flops_by_reg.png
Scale: 3 px per µm.
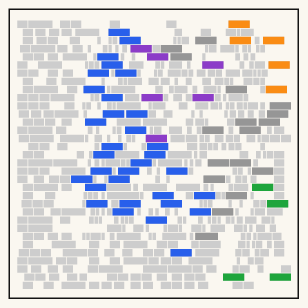
logic_types.png
Scale: 3 px per µm.
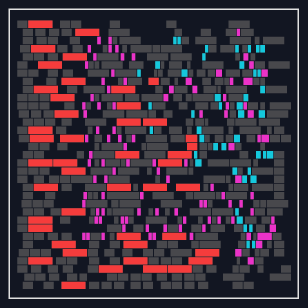
==> src/rtl/sl_pkg.sv <==
// Shared types, limits and symbol helpers for the serial-line transmit scheduler.
package sl_pkg;

  localparam int WLEN_MIN       = 8;
  localparam int WLEN_MAX       = 32;
  localparam int BIT_CYCLES_DEF = 16;
  localparam int GAP_CYCLES_DEF = 16;

  typedef enum logic [2:0] {
    S_IDLE,
    S_GRANT,
    S_ACTIVE,
    S_GAP,
    S_DONE
  } state_t;

  typedef enum logic [1:0] {
    SYM_ZERO,
    SYM_ONE,
    SYM_STOP,
    SYM_IDLE
  } sym_t;

  function automatic logic [5:0] clamp_wlen(input logic [5:0] w);
    if (w < 6'(WLEN_MIN)) return 6'(WLEN_MIN);
    if (w > 6'(WLEN_MAX)) return 6'(WLEN_MAX);
    return w;
  endfunction

  // Expects an already clamped length (8..32).
  function automatic logic [31:0] wlen_mask(input logic [5:0] w);
    if (w >= 6'd32) return '1;
    return (32'h1 << w) - 32'h1;
  endfunction

  function automatic logic odd_parity_bit(input logic [31:0] d, input logic [5:0] w);
    return ~^(d & wlen_mask(w));
  endfunction

  // Symbol index runs over data bits, then the optional parity symbol, then stop.
  function automatic sym_t sym_at(input logic [31:0] d, input logic [5:0] w,
                                  input logic par, input logic [5:0] idx);
    if (idx < w) return d[idx[4:0]] ? SYM_ONE : SYM_ZERO;
    if (par && (idx == w)) return odd_parity_bit(d, w) ? SYM_ONE : SYM_ZERO;
    return SYM_STOP;
  endfunction

  // Returns {sl0, sl1}; each line is pulled low to signal its value.
  function automatic logic [1:0] sym_lines(input sym_t s);
    case (s)
      SYM_ZERO: return 2'b01;
      SYM_ONE:  return 2'b10;
      SYM_STOP: return 2'b00;
      default:  return 2'b11;
    endcase
  endfunction

endpackage

==> src/rtl/sl_rr_arbiter.sv <==
// Round-robin pick: search starts one past the pointer and wraps; one-hot and index out.
module sl_rr_arbiter #(
  parameter int NREQ = 4,
  localparam int IDX_W = (NREQ > 1) ? $clog2(NREQ) : 1
) (
  input  logic [NREQ-1:0]  req,
  input  logic [IDX_W-1:0] ptr,
  output logic [NREQ-1:0]  gnt,
  output logic [IDX_W-1:0] idx,
  output logic             any
);

  logic [IDX_W-1:0] cand [NREQ];

  genvar gi;
  generate
    for (gi = 0; gi < NREQ; gi++) begin : g_cand
      assign cand[gi] = IDX_W'((int'(ptr) + gi + 1) % NREQ);
    end
  endgenerate

  always_comb begin
    idx = '0;
    any = 1'b0;
    for (int k = 0; k < NREQ; k++) begin
      if (!any && req[cand[k]]) begin
        any = 1'b1;
        idx = cand[k];
      end
    end
  end

  assign gnt = any ? (NREQ'(1) << idx) : '0;

endmodule

==> src/rtl/sl_tx_scheduler.sv <==
// Round-robin serial-line word transmitter with symbol/gap timing.
// Optional parity symbol enabled by defining SL_TX_PARITY_EN.
module sl_tx_scheduler
  import sl_pkg::*;
#(
  parameter int NREQ       = 4,
  parameter int BIT_CYCLES = BIT_CYCLES_DEF,
  parameter int GAP_CYCLES = GAP_CYCLES_DEF,
  localparam int IDX_W     = (NREQ > 1) ? $clog2(NREQ) : 1
) (
  input  logic               clk,
  input  logic               rst,
  input  logic [NREQ-1:0]    req_valid,
  input  logic [32*NREQ-1:0] req_data,
  output logic [NREQ-1:0]    req_ready,
  input  logic               cfg_enable,
  input  logic [5:0]         cfg_wlen,
  input  logic               cfg_parity_en,
  output logic               sl0,
  output logic               sl1,
  output logic               busy,
  output logic [IDX_W-1:0]   grant_id,
  output logic               done
);

  localparam int CNT_MAX = (BIT_CYCLES > GAP_CYCLES) ? BIT_CYCLES : GAP_CYCLES;
  localparam int CNT_W   = $clog2(CNT_MAX + 1);

  state_t           state_q, state_d;
  logic [IDX_W-1:0] ptr_q, ptr_d;
  logic [IDX_W-1:0] grant_id_q, grant_id_d;
  logic [NREQ-1:0]  req_ready_q, req_ready_d;
  logic             busy_q, busy_d;
  logic             done_q, done_d;
  logic             sl0_q, sl0_d;
  logic             sl1_q, sl1_d;
  logic [31:0]      data_q, data_d;
  logic [5:0]       wlen_q, wlen_d;
  logic             par_q, par_d;
  logic [5:0]       idx_q, idx_d;
  logic [CNT_W-1:0] cnt_q, cnt_d;

  logic [NREQ-1:0]  arb_gnt;
  logic [IDX_W-1:0] arb_idx;
  logic             arb_any;
  logic [31:0]      sel_data;
  logic [5:0]       last_idx;
  logic             par_cfg;

`ifdef SL_TX_PARITY_EN
  assign par_cfg = cfg_parity_en;
`else
  // Without parity support the request is dropped and par_q stays 0.
  logic unused_parity_cfg;
  assign unused_parity_cfg = cfg_parity_en;
  assign par_cfg = 1'b0;
`endif

  sl_rr_arbiter #(.NREQ(NREQ)) u_arb (
    .req (req_valid),
    .ptr (ptr_q),
    .gnt (arb_gnt),
    .idx (arb_idx),
    .any (arb_any)
  );

  assign sel_data = req_data[32*int'(grant_id_q) +: 32];
  assign last_idx = wlen_q + {5'd0, par_q};

  always_comb begin
    state_d     = state_q;
    ptr_d       = ptr_q;
    grant_id_d  = grant_id_q;
    req_ready_d = '0;
    busy_d      = busy_q;
    done_d      = 1'b0;
    sl0_d       = sl0_q;
    sl1_d       = sl1_q;
    data_d      = data_q;
    wlen_d      = wlen_q;
    par_d       = par_q;
    idx_d       = idx_q;
    cnt_d       = cnt_q;

    case (state_q)
      S_IDLE: begin
        busy_d = 1'b0;
        {sl0_d, sl1_d} = sym_lines(SYM_IDLE);
        if (cfg_enable && arb_any) begin
          state_d     = S_GRANT;
          req_ready_d = arb_gnt;
          grant_id_d  = arb_idx;
          ptr_d       = arb_idx;
          busy_d      = 1'b1;
        end
      end
      // Word and configuration are latched here and held for the whole word.
      S_GRANT: begin
        data_d  = sel_data;
        wlen_d  = clamp_wlen(cfg_wlen);
        par_d   = par_cfg;
        idx_d   = '0;
        cnt_d   = '0;
        {sl0_d, sl1_d} = sym_lines(sym_at(sel_data, wlen_d, par_cfg, 6'd0));
        state_d = S_ACTIVE;
      end
      S_ACTIVE: begin
        if (cnt_q == CNT_W'(BIT_CYCLES - 1)) begin
          cnt_d   = '0;
          {sl0_d, sl1_d} = sym_lines(SYM_IDLE);
          state_d = S_GAP;
        end else begin
          cnt_d = cnt_q + CNT_W'(1);
        end
      end
      S_GAP: begin
        if (cnt_q == CNT_W'(GAP_CYCLES - 1)) begin
          cnt_d = '0;
          if (idx_q == last_idx) begin
            state_d = S_DONE;
            done_d  = 1'b1;
            busy_d  = 1'b0;
          end else begin
            idx_d   = idx_q + 6'd1;
            {sl0_d, sl1_d} = sym_lines(sym_at(data_q, wlen_q, par_q, idx_d));
            state_d = S_ACTIVE;
          end
        end else begin
          cnt_d = cnt_q + CNT_W'(1);
        end
      end
      S_DONE: begin
        state_d = S_IDLE;
      end
      default: begin
        state_d = S_IDLE;
      end
    endcase
  end

  always_ff @(posedge clk) begin
    if (rst) begin
      state_q     <= S_IDLE;
      ptr_q       <= IDX_W'(NREQ - 1);
      grant_id_q  <= '0;
      req_ready_q <= '0;
      busy_q      <= 1'b0;
      done_q      <= 1'b0;
      sl0_q       <= 1'b1;
      sl1_q       <= 1'b1;
      data_q      <= '0;
      wlen_q      <= 6'(WLEN_MIN);
      par_q       <= 1'b0;
      idx_q       <= '0;
      cnt_q       <= '0;
    end else begin
      state_q     <= state_d;
      ptr_q       <= ptr_d;
      grant_id_q  <= grant_id_d;
      req_ready_q <= req_ready_d;
      busy_q      <= busy_d;
      done_q      <= done_d;
      sl0_q       <= sl0_d;
      sl1_q       <= sl1_d;
      data_q      <= data_d;
      wlen_q      <= wlen_d;
      par_q       <= par_d;
      idx_q       <= idx_d;
      cnt_q       <= cnt_d;
    end
  end

  assign req_ready = req_ready_q;
  assign busy      = busy_q;
  assign done      = done_q;
  assign sl0       = sl0_q;
  assign sl1       = sl1_q;
  assign grant_id  = grant_id_q;

endmodule

==> config.mk <==
export PLATFORM = sky130hd
export DESIGN_NAME = sl_tx_scheduler
export DESIGN_NICKNAME = d
export VERILOG_FILES = /design/src/rtl/sl_pkg.sv /design/src/rtl/sl_rr_arbiter.sv /design/src/rtl/sl_tx_scheduler.sv
export SDC_FILE = /design/constraint.sdc
export NUM_CORES = 1
export LEC_CHECK = 0
export CAP_MARGIN = 5
export CORE_MARGIN = 2
export CORE_UTILIZATION = 45
export CTS_BUF_LIST = sky130_fd_sc_hd__clkbuf_8
export DETAILED_ROUTE_END_ITERATION = 8
export PLACE_DENSITY_LB_ADDON = 0.05
export SLEW_MARGIN = 20
export SYNTH_ARGS = -nofsm -noshare
export SYNTH_HDL_FRONTEND = slang
export SYNTH_HIERARCHICAL = 1
export SYNTH_SLANG_ARGS = --single-unit
==> constraint.sdc <==
create_clock -name clk -period 2.9 [get_ports clk]
set_input_delay 0.435 -clock clk [delete_from_list [all_inputs] [get_ports clk]]
set_output_delay 0.435 -clock clk [all_outputs]
set_load 0.05 [all_outputs]
==> out/summary.txt <==
Power, Total -> 2.31 mW
Synth top cell by count -> nand2_1
Crit path required time -> 3.13 ns
DR WL/cell -> 15.5 µm
Detail Placement HPWL -> 7.96 mm
FMAX -> 379 MHz
Hold depth -> 2
Worst-path cell chain -> ha_1 > mux4_2 > mux4_2 > mux2_2 > o211ai_1 > a21oi_1
Unrepaired setup endpoints after global routing -> false
Outcome -> finished clean
Seq share, synth -> 33.7%
Core Region -> 8220 µm²
Remaining Overflow, GRT -> 0
First-pass GRT wire length -> 16.6 mm
Area growth from synthesis to layout -> 46.4%
CTS Sinks -> 64
Setup slack after layout -> 0.262 ns
CP arrival -> 2.87 ns
Tool warnings -> 27
Flops & latches, synth -> 64
Worst Reg2Reg Path Length in Cells -> 6
Vias per cell -> 5.47
# fillers -> 677
Setup WS pre-CTS -> 0.251 ns
Yosys cell count -> 401
Tcrit/Tclk final -> 91.0%
CTS root buf -> clkbuf_8
Max clock buf depth -> 2
Power per Cell Area -> 416 nW/µm²
Largest net degree at the start of global routing -> 44
Max Fanout on Critical Path -> 10
LEAKAGE -> 1.93 nW
Die Size -> 9190 µm²
Io pins -> 152
TritonCTS clock tree -> built
Remaining antenna violation count -> 0
Clock buffer count from CTS -> 9
Die Wd -> 95.9 µm
Final net count -> 688
Crit path time final -> 2.64 ns
Post-Syn Area per Cell -> 9.47 µm²
Share of cells above drive strength 1 -> 14.0%
Initial antenna violation count -> 0
Post-synth ARST share -> 0%
Most used cell along the critical path -> mux4_2
Synthesis Warnings -> 6
Routed wire length -> 10.1 mm
Mapped Area -> 3800 µm²
Dominant cell area share -> 33.7%
Biggest area cells -> dfxtp_1, mux4_2, nand2_1
Notes on flops_by_reg.png above:
Key: `idx_q` = purple [placed flops 6, where top middle]; `cnt_q` = orange [placed flops 5, where top right]; `data_q` = blue [placed flops 32]; `req_ready` = green [placed flops 4, where bottom right]
Another 17 sequential cells are not coloured.
sequential portion of the cell area: 23.1%
Sequential Area: 1280 µm²
Finished Core Util: 67.7%
sequential power: 0.966 mW

Notes on logic_types.png above:
Key: nor cells = cyan [cells 44]; nand cells = magenta [cells 100]; mux cells = red [cells 45]
multi-input combinational area share: 42.3%
most used logic cell in the final layout: clkdlybuf4s50_1
count of non-filler cells in the finished layout: 648

## registers in the layout, indices dropped and copies added, names as in the netlist
name and count:
req_ready 4, idx_q 6, state_q 3, cnt_q 5, ptr_q 2, sl1 1
wlen_q 6, sl0 1, done 1, grant_id 2, busy 1, data_q 32
## per-layer routing
metal	vias to the layer above	share of wire [%]	GRT usage [%]
li1	1731	-	-
met1	1690	42	28.2
met2	108	50	40.3
met3	14	6.2	6.11
met4	0	1.6	8.81
met5	-	0	0
## kinds of logic (layout without fill, tap and decap cells)
| group | after synthesis | in the layout | synth area share [%] |
|---|---|---|---|
| simple gates | 154 | 154 | 18.5 |
| compound gates | 81 | 81 | 12.8 |
| flops | 64 | 64 | 33.7 |
| buf+inv | 39 | 181 | 4.32 |
| fa+ha+maj | 8 | 8 | 2.64 |
| xor+xnor | 10 | 10 | 2.31 |
| mux | 45 | 45 | 25.7 |
## cells in the final DEF (no fill, tap or decap), types with 9 or more instances in the layout
cell type / n
nor2_1: 22
clkbuf_8: 11
a21oi_1: 52
inv_1: 9
xnor2_1: 9
nor3_1: 12
clkdlybuf4s50_1: 148
dfxtp_1: 63
nand2_1: 81
mux4_2: 42
## worst paths after layout
path	startpoint	slack (ns)	to
worst max-delay path	idx_q[1]	0.26	sl0
worst min-delay path	data_q[30]	0.46	data_q[30]
worst min register to register	data_q[30]	0.46	data_q[30]
worst max register to register	idx_q[1]	0.26	sl0
## report_power, final
group          switching, mW  internal [mW]
clock network          0.355          0.440
registers             0.0418          0.925
logic                  0.212          0.338
total                  0.609           1.70
## area by class of cell
class,count,area [µm²],area share (%)
clock buffers,11,151,2.72
clock inverters,5,55.1,0.990
well taps,105,131,2.36
flip-flops and latches,64,1280,23.1
inverters,9,33.8,0.608
multi-input cells,298,2350,42.3
repair buffers,156,1550,27.9
Power is estimated from default activity; no workload was simulated.
